$ cat config.mk
export PLATFORM = sky130hd
export DESIGN_NAME = sfp_resize_pipe
export DESIGN_NICKNAME = d
export VERILOG_FILES = /design/src/rtl/fp_core_pkg.sv /design/src/rtl/sfp_round_lane.sv /design/src/rtl/sfp_resize_pipe.sv
export SDC_FILE = /design/constraint.sdc
export NUM_CORES = 1
export LEC_CHECK = 0
export ABC_AREA = 1
export CAP_MARGIN = 10
export CORE_ASPECT_RATIO = 2
export CORE_MARGIN = 8
export CORE_UTILIZATION = 30
export CTS_CLUSTER_SIZE = 12
export DETAILED_ROUTE_END_ITERATION = 8
export GPL_TIMING_DRIVEN = 0
export PLACE_DENSITY = 0.67
export SLEW_MARGIN = 40
export SYNTH_ARGS = -nofsm -noshare
export SYNTH_HDL_FRONTEND = slang
export SYNTH_SLANG_ARGS = --single-unit
$ cat constraint.sdc
create_clock -name clk -period 1.6 [get_ports clk]
set_input_delay 0.48 -clock clk [delete_from_list [all_inputs] [get_ports clk]]
set_output_delay 0.48 -clock clk [all_outputs]
set_load 0.05 [all_outputs]
$ cat src/rtl/fp_core_pkg.sv
// Shared fixed-point helpers for fp_core datapath blocks: rounding-mode
// constants and signed saturation bounds for a given word width.
package fp_core_pkg;

  typedef enum int unsigned {
    ROUND_TRUNC   = 0,
    ROUND_HALF_UP = 1,
    ROUND_CONV    = 2
  } round_mode_e;

  typedef struct packed {
    logic [63:0] lo;
    logic [63:0] hi;
  } sat_bounds_t;

  // Two's complement range of a w-bit signed word, sign-extended to 64 bits.
  function automatic sat_bounds_t sat_bounds(input int unsigned w);
    sat_bounds_t b;
    b.hi = (64'(1) << (w - 1)) - 64'(1);
    b.lo = ~b.hi;
    return b;
  endfunction

endpackage

$ cat src/rtl/sfp_round_lane.sv
// Combinational per-channel rounding stage: rescales Q(IN_IW.IN_QW) to
// OUT_QW fractional bits in IN_IW+OUT_QW+1 signed bits (room for the carry).
module sfp_round_lane
  import fp_core_pkg::*;
#(
  parameter int unsigned IN_IW  = 4,
  parameter int unsigned IN_QW  = 8,
  parameter int unsigned OUT_QW = 4,
  parameter int unsigned ROUND  = 0
) (
  input  logic [IN_IW+IN_QW-1:0] i_x,
  output logic [IN_IW+OUT_QW:0]  o_y
);

  localparam int unsigned IN_W = IN_IW + IN_QW;
  localparam int unsigned S1_W = IN_IW + OUT_QW + 1;
  localparam int          D    = int'(IN_QW) - int'(OUT_QW);

  generate
    if (D > 0) begin : g_shr
      localparam int unsigned DS = IN_QW - OUT_QW;

      logic signed [IN_W:0] w_ext;
      logic signed [IN_W:0] w_bias;
      logic signed [IN_W:0] w_sum;

      assign w_ext = {i_x[IN_W-1], i_x};

      // Convergent bias is half-minus-one plus the kept LSB, so exact ties land on even.
      always_comb begin
        w_bias = '0;
        if (ROUND == ROUND_HALF_UP) begin
          w_bias = (IN_W+1)'(1) << (DS - 1);
        end else if (ROUND == ROUND_CONV) begin
          w_bias = ((IN_W+1)'(1) << (DS - 1)) - (IN_W+1)'(1) + (IN_W+1)'(i_x[DS]);
        end
      end

      assign w_sum = w_ext + w_bias;
      assign o_y   = S1_W'(w_sum >>> DS);
    end else begin : g_shl
      localparam int unsigned LS = OUT_QW - IN_QW;

      assign o_y = S1_W'($signed(i_x)) << LS;
    end
  endgenerate

endmodule

$ cat src/rtl/sfp_resize_pipe.sv
// Two-stage multi-channel signed fixed-point resizer (round, then range-reduce)
// on a valid/ready stream, with per-beat, sticky and counted overflow status.
module sfp_resize_pipe
  import fp_core_pkg::*;
#(
  parameter int unsigned IN_IW  = 4,
  parameter int unsigned IN_QW  = 8,
  parameter int unsigned OUT_IW = 2,
  parameter int unsigned OUT_QW = 4,
  parameter int unsigned CH     = 4,
  parameter int unsigned ROUND  = 0,
  parameter int unsigned CLIP   = 1,
  parameter int unsigned CNT_W  = 16
) (
  input  logic                      clk,
  input  logic                      rst_n,
  input  logic                      in_valid,
  output logic                      in_ready,
  input  logic [CH*(IN_IW+IN_QW)-1:0]   in_data,
  output logic                      out_valid,
  input  logic                      out_ready,
  output logic [CH*(OUT_IW+OUT_QW)-1:0] out_data,
  output logic [CH-1:0]             out_clip,
  output logic [CH-1:0]             clip_sticky,
  output logic [CNT_W-1:0]          clip_cnt,
  input  logic                      clr
);

  localparam int unsigned IN_W  = IN_IW + IN_QW;
  localparam int unsigned OUT_W = OUT_IW + OUT_QW;
  localparam int unsigned S1_W  = IN_IW + OUT_QW + 1;

  localparam sat_bounds_t       BND    = sat_bounds(OUT_W);
  localparam logic signed [63:0] SAT_HI = BND.hi;
  localparam logic signed [63:0] SAT_LO = BND.lo;

  logic                          w_adv;
  logic                          w_hs;
  logic                          r_s1_valid;
  logic [CH-1:0][S1_W-1:0]       r_s1_data;
  logic [CH-1:0][S1_W-1:0]       w_s1_next;
  logic [CH-1:0][OUT_W-1:0]      w_s2_data;
  logic [CH-1:0]                 w_ovf;

  // Whole pipe advances together; a stalled output freezes both stages.
  assign w_adv    = !out_valid || out_ready;
  assign w_hs     = out_valid && out_ready;
  assign in_ready = w_adv;

  generate
    for (genvar c = 0; c < CH; c++) begin : g_ch
      logic signed [63:0] w_wide;

      sfp_round_lane #(
        .IN_IW (IN_IW),
        .IN_QW (IN_QW),
        .OUT_QW(OUT_QW),
        .ROUND (ROUND)
      ) u_lane (
        .i_x(in_data[c*IN_W +: IN_W]),
        .o_y(w_s1_next[c])
      );

      // Out-of-range values saturate toward their own sign or wrap to the LSBs.
      assign w_wide       = 64'($signed(r_s1_data[c]));
      assign w_ovf[c]     = (w_wide > SAT_HI) || (w_wide < SAT_LO);
      assign w_s2_data[c] = (w_ovf[c] && (CLIP != 0))
                          ? (w_wide[63] ? OUT_W'(SAT_LO) : OUT_W'(SAT_HI))
                          : OUT_W'(w_wide);
    end
  endgenerate

  always_ff @(posedge clk or negedge rst_n) begin
    if (!rst_n) begin
      r_s1_valid <= 1'b0;
      r_s1_data  <= '0;
    end else if (w_adv) begin
      r_s1_valid <= in_valid;
      r_s1_data  <= w_s1_next;
    end
  end

  always_ff @(posedge clk or negedge rst_n) begin
    if (!rst_n) begin
      out_valid <= 1'b0;
      out_data  <= '0;
      out_clip  <= '0;
    end else if (w_adv) begin
      out_valid <= r_s1_valid;
      out_data  <= w_s2_data;
      out_clip  <= w_ovf & {CH{r_s1_valid}};
    end
  end

  // Status follows delivered beats only; clr keeps the beat handed over in that cycle.
  always_ff @(posedge clk or negedge rst_n) begin
    if (!rst_n) begin
      clip_sticky <= '0;
      clip_cnt    <= '0;
    end else if (clr) begin
      clip_sticky <= w_hs ? out_clip : '0;
      clip_cnt    <= (w_hs && (|out_clip)) ? CNT_W'(1) : '0;
    end else if (w_hs) begin
      clip_sticky <= clip_sticky | out_clip;
      if ((|out_clip) && (clip_cnt != '1)) begin
        clip_cnt <= clip_cnt + CNT_W'(1);
      end
    end
  end

endmodule
==> run_1/gates.png <==
Drawn at 2 px/um.
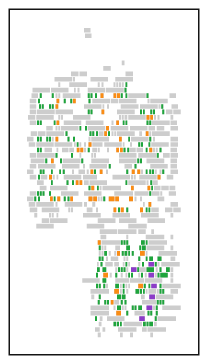
[aoi and oai cells] orange | cells: 54
[nand cells] green | cells: 187
[xor and xnor cells] purple | cells: 7 | where: bottom right

==> run_1/m3.png <==
Drawn at 4 px/um.
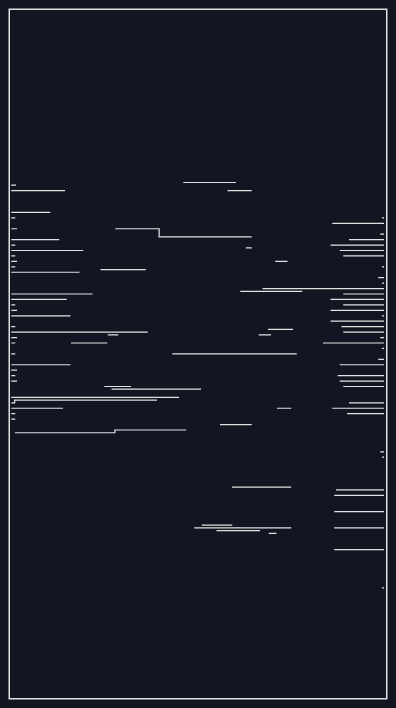
wire length on this layer: 866 um
longest straight run: 41.6 um
share of all routed wire: 9.0%
main direction: horizontal
nets with wire on the layer: 85
met3 usage in global routing: 0.0413
detailed-route wire length: 9620 um

==> results.txt, run 1 <==
Notes from the flow run.

Setup path:
- Looking at the reg2reg group, the worst path starts from clip_cnt[0].
- STA classifies the critical path startpoint as a register.
- On the critical path the data arrives at 1300 ps.
- Tracing the worst setup path back leads to its startpoint at out_valid.
- The worst setup path is captured at an output port.
- The run gives the terminus of the critical flop-to-flop path as clip_cnt[8].
- The critical path runs through a total of 6 cells.
- The run gives the setup slack of the most critical reg-to-reg path as 60 ps.
- The run gives the depth of the most critical reg-to-reg path as 10.
- The run gives the worst setup path endpoint as in_ready.

Floorplanning:
- The initial utilization of the core area, before any placement, comes to 0.305.
- The run gives the I/O pin count as 103.
- The report lists the number of standard-cell rows as 57.

STA:
- The run gives the post-route clock period utilization as 1.12.
- The run puts the worst relative slew slack at 0.658.
- Derived from the worst setup path, the maximum achievable clock frequency is 560 MHz.
- The tightest hold path in the finished design has a slack of 48.0 ps.
- After layout, the worst setup slack is -184 ps.
- The routed design could run at a clock period as short as around 1800 ps.
- Setup repair after global routing could not meet its margin everywhere.
- The run puts the setup-violating endpoint count in the final report at 2.
- The run puts the total count of max-transition violations in the final report at 0.
- The run gives the hold violation count in the final report as 0.
- Between clock sinks in the finished design, the worst skew comes to 6.95 ps.

GRT:
- For this run, global-route usage on met2 was measured as 0.173.
- The number of global-route vias before repair came to 3152.
- The run puts the wire length of the first global-routing pass at 15700 um.
- Global routing put the most usage on met2.

Finish:
- The run gives the inverter tally of the final layout excluding the clock network as 32.
- The run puts the area of combinational cells with multiple inputs at 1470 sq um.
- The run puts the utilization of the core after routing at 0.430.
- The layout contains a multi-input combinational cell count of 324.
- Per the cell usage report, the commonest logic cells after layout are 165 x sky130_fd_sc_hd__nand2_1, 70 x sky130_fd_sc_hd__nor2_1, 64 x sky130_fd_sc_hd__dfrtp_1.
- Counting plain and timing-repair buffers in the layout gives 109.
- The run gives the final standard cell area without fillers as 5150 sq um.
- The run gives the post-layout net count as 612.
- In the finished layout, the clock tree contains a buffer count of 9.
- The run gives the data-path buffer share of cell area in the final layout as 0.198.
- Leaving out filler cells and counting taps, the final layout contains 710.
- The final antenna diode tally reported by the flow is 0.
- The run gives the sequential cell count as 82.
- The run gives the clock tree cell share of total cell area as 0.0552.

Route:
- The run puts the number of nets with antenna violations after detailed routing at 0.
- The run puts the routed metal-1 wire length at 4440 um.
- The run puts the ratio of routed vias to standard cells at 4.57.
- The run puts the number of detailed-routing iterations run before antenna repair at 4.

Power and ir drop:
- The run gives the flip-flop and latch power as roughly 2600 uW.
- The run gives the switching component of the power as 2480 uW.
- The run gives the leakage power as 0.00247 uW.
- The run puts the largest voltage drop on the vdd net at approximately 810 uV.
- The run gives the post-layout total power as 6590 uW.
- For this design the ratio of total power to cell area is ~1300 nW/um^2.
- The run gives the biggest power consumer among the groups as sequential cells.
- The run gives the share of power burned in the clock network as 0.300.
- The share of total power dissipated in combinational logic is 0.307.

Hold path:
- The worst hold path belongs to the class in -> async.

Outcome:
- The flow ran to the end, but the final reports show violations.
- The final reports fail on setup timing.

Yosys:
- Per Yosys stat, the portion of area used by sequential elements is 0.562.
- The run gives the area reported by Yosys stat as 3650 sq um.
- The run puts the fraction of the mapped netlist area in compound gates at 0.0799.
- The run gives the area fraction in mux cells as 0.
- The run puts the number of warnings printed during yosys synthesis at 0.
- The cell count after synthesis came out at 451.
- The run puts the xor and xnor fraction of the mapped netlist area at 0.0168.
- The run gives the cell type with the largest total area after synthesis as sky130_fd_sc_hd__dfrtp_1.
- The run puts the tally of unique sky130hd cells used after synthesis at 23.
- Synthesis inferred 82 register bits.

Place:
- Summed over all nets, the half-perimeter wirelength after detailed placement is 6870 um.

Clock tree:
- The run puts the count of buffers added by post-CTS timing repair for setup at 6.
- The number of gates resized after CTS was 190.
- The run gives the clock buffer count from CTS as 9.
- The run gives the clock-pin slew on the worst setup and hold paths as 60 ps.
- The run gives the number of hold buffers added after CTS as 0.
- The H-tree was split into 3 levels.
==> run_1/clock_nets.png <==
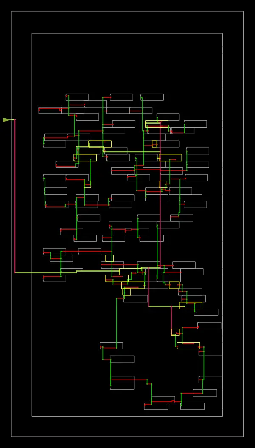
sinks on the clock net: 82
clk ins delay skew pair: 330 ps

==> run_1/clock_wires.png <==
Drawn at 4 px/um.
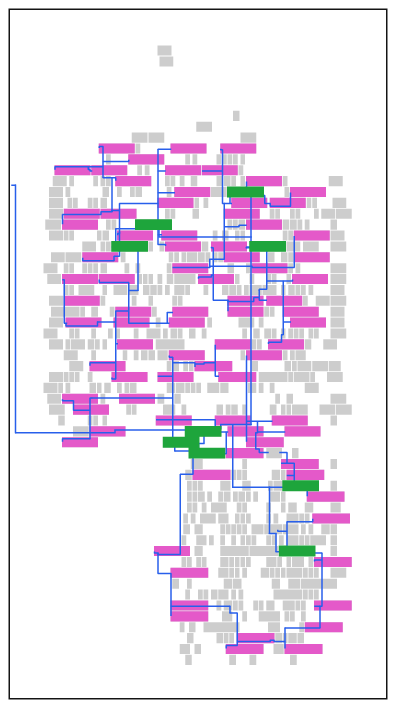

## Run 2: what changed since run 1
--- a/config.mk
+++ b/config.mk
@@ -13,6 +13,7 @@
 export CTS_CLUSTER_SIZE = 12
 export DETAILED_ROUTE_END_ITERATION = 8
 export GPL_TIMING_DRIVEN = 0
+export HOLD_SLACK_MARGIN = 0.12
 export PLACE_DENSITY = 0.67
 export SLEW_MARGIN = 40
 export SYNTH_ARGS = -nofsm -noshare
==> run_2/clock_wires.png <==
Drawn at 4 px/um.
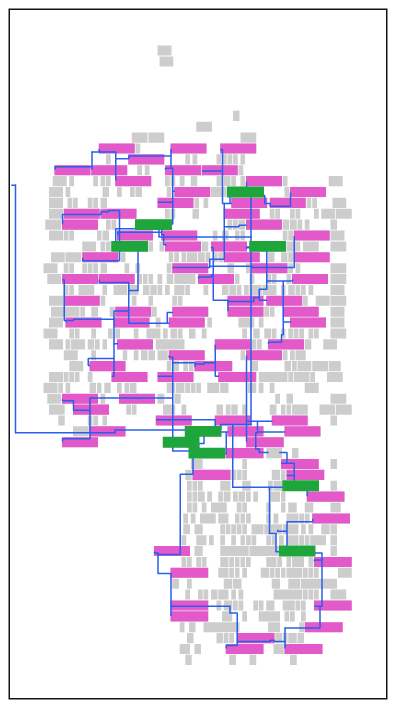
[flip-flops] magenta | count: 82
[clock-net drivers] green | count: 9
[clock wires] blue | length: 1070 um
routed clock nets: 10
total clock network power: 1980 uW
clock skew after layout: 7.54 ps
clk ins delay skew pair: 340 ps
Clk network pwr share: 0.300

==> run_2/clock_nets.png <==
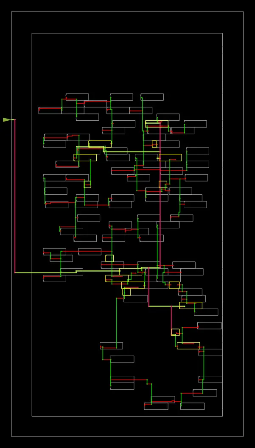
TritonCTS Buffers: 9
flip-flops: 82

==> run 2 against run 1 <==
The run still ends with setup timing left; count of clock-buffer cells in the layout is the same; non-clock buffer count increased by 1; global-route usage barely moved; register-to-register slack hardly changed; wire length is essentially flat; worst setup slack gained 2.2 ps; synthesized cell count did not move; via count fell by 0.18%; worst hold slack gained 430 ps.
==> results.txt, run 2 <==
Notes from the flow run.

Outcome:
- The flow ran to the end, but the final reports show violations.
- The final reports fail on setup timing.

Power and ir drop:
- The group that draws the most power in this run is sequential cells.
- The run puts the largest voltage drop on the vdd net at slightly above 800 uV.
- The run gives the power density over cell area as 1280 nW/um^2.
- The script extracted a net switching power of around 2500 uW.
- The design draws 6600 uW.
- The leakage component of the power was reported as between 0.002 and 0.0025 uW.
- The run puts the part of the power in combinational logic at 0.307.
- Of the total power, registers draw 0.393.

Finish:
- The run puts the final non-filler cell total at 711.
- The run gives the inverter tally of the final layout excluding the clock network as 32.
- The most common logic cells in the final layout are 165 x sky130_fd_sc_hd__nand2_1, 70 x sky130_fd_sc_hd__nor2_1, 64 x sky130_fd_sc_hd__dfrtp_1.
- The repair_antennas step left the layout with diodes totalling 0.
- The run gives the utilization of the core after routing as 0.431.
- The run puts the number of clock buffers in the layout at 9.
- The run puts the number of logic gates at 324.
- The run gives the total of plain and repair buffers excluding clock buffers as 110.
- The run puts the final standard cell area without fillers at just over 5000 sq um.
- The run puts the area of combinational cells with multiple inputs at 1470 sq um.

STA:
- The run gives the post-route worst hold slack as about 480 ps.
- The run gives the final setup slack of the worst path as -182 ps.
- The run gives the worst relative slew slack as 0.666.
- Setup repair after global routing could not meet its margin everywhere.
- In the finished design, the share of the clock period the worst path needs comes to 1.11.
- The run gives the hold violation count in the final report as 0.
- The run puts the setup-violating endpoint count in the final report at 2.
- The run gives the maximum operating frequency as approximately 560 MHz.
- The run puts the final period demand of the worst path at 1780 ps.

Route:
- Dividing the detail-routed via count by the number of cells gives between 4 and 5.
- The run puts the routed metal-1 wire length at 4500 um.
- Per the detailed-route log, wirelength across all metal layers totals around 9600 um.
- Once iteration 0 of detailed routing completed, the report listed 122 DRC markers.
- According to the report, the first pass of detailed routing completed in 4 iterations.

Clock tree:
- The H-tree was split into 3 levels.
- The run puts the count of buffers added by post-CTS timing repair for setup at 6.
- Post-CTS repair changed the size of 190 cells.
- The run gives the clock-pin slew on the worst setup and hold paths as 70 ps.
- The number of hold buffers added after CTS was 1.

Yosys:
- Per Yosys stat, the portion of area used by sequential elements is 0.562.
- The run puts the area fraction in mux cells at 0.
- Of the total synthesized cell area, the portion taken by XOR and XNOR cells is 0.0168.
- The run puts the area reported by Yosys stat at 3650 sq um.
- The run gives the post-synthesis register bit count as 82.
- Sorting the Yosys area breakdown by cell type puts at the top sky130_fd_sc_hd__dfrtp_1.
- The run puts the gate count after technology mapping at 451.
- The run gives the fraction of the mapped netlist area in compound gates as 0.0799.
- In the Yosys stats the netlist draws on 23 distinct library cells.

Setup path:
- The worst register-to-register path begins at clip_cnt[0].
- Logic depth along the worst register-to-register path is recorded as 10.
- The launch point of the critical path was reported as out_valid.
- The run gives the total number of cells along the worst setup path as 6.
- In this run the critical register-to-register path is captured at clip_cnt[8].
- The worst setup path is launched from a register.
- The run puts the critical path data arrival time at between 1000 and 1500 ps.
- The run gives the setup slack of the most critical reg-to-reg path as around 60 ps.

GRT:
- The run puts the wire length of the first global-routing pass at 15700 um.
- The run gives the global-route track usage on met3 as 0.0413.
- The run gives the most crowded layer after global routing as met2.
- The run gives the met2 usage in global routing as 0.173.
- The run gives the number of global-route vias before repair as 3155.

Floorplanning:
- The run puts the initial core utilization at 0.305.
- The floorplan has 57 rows.
- The run gives the I/O pin count as 103.

Place:
- Detailed placement ended at an HPWL of 6870 um.
- In this run, placement finished with an instance count of about 680.

Hold path:
- Note that the worst hold path type here is reg -> reg.
==> run_2/layers.png <==
Drawn at 2 px/um.
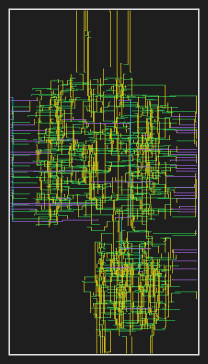
[M1] green | wire length: 4500 um
[M3] purple | wire length: 785 um
[M2] yellow | wire length: 4180 um
[M4] cyan | wire length: 148 um

Power and IR drop assume default switching activity.
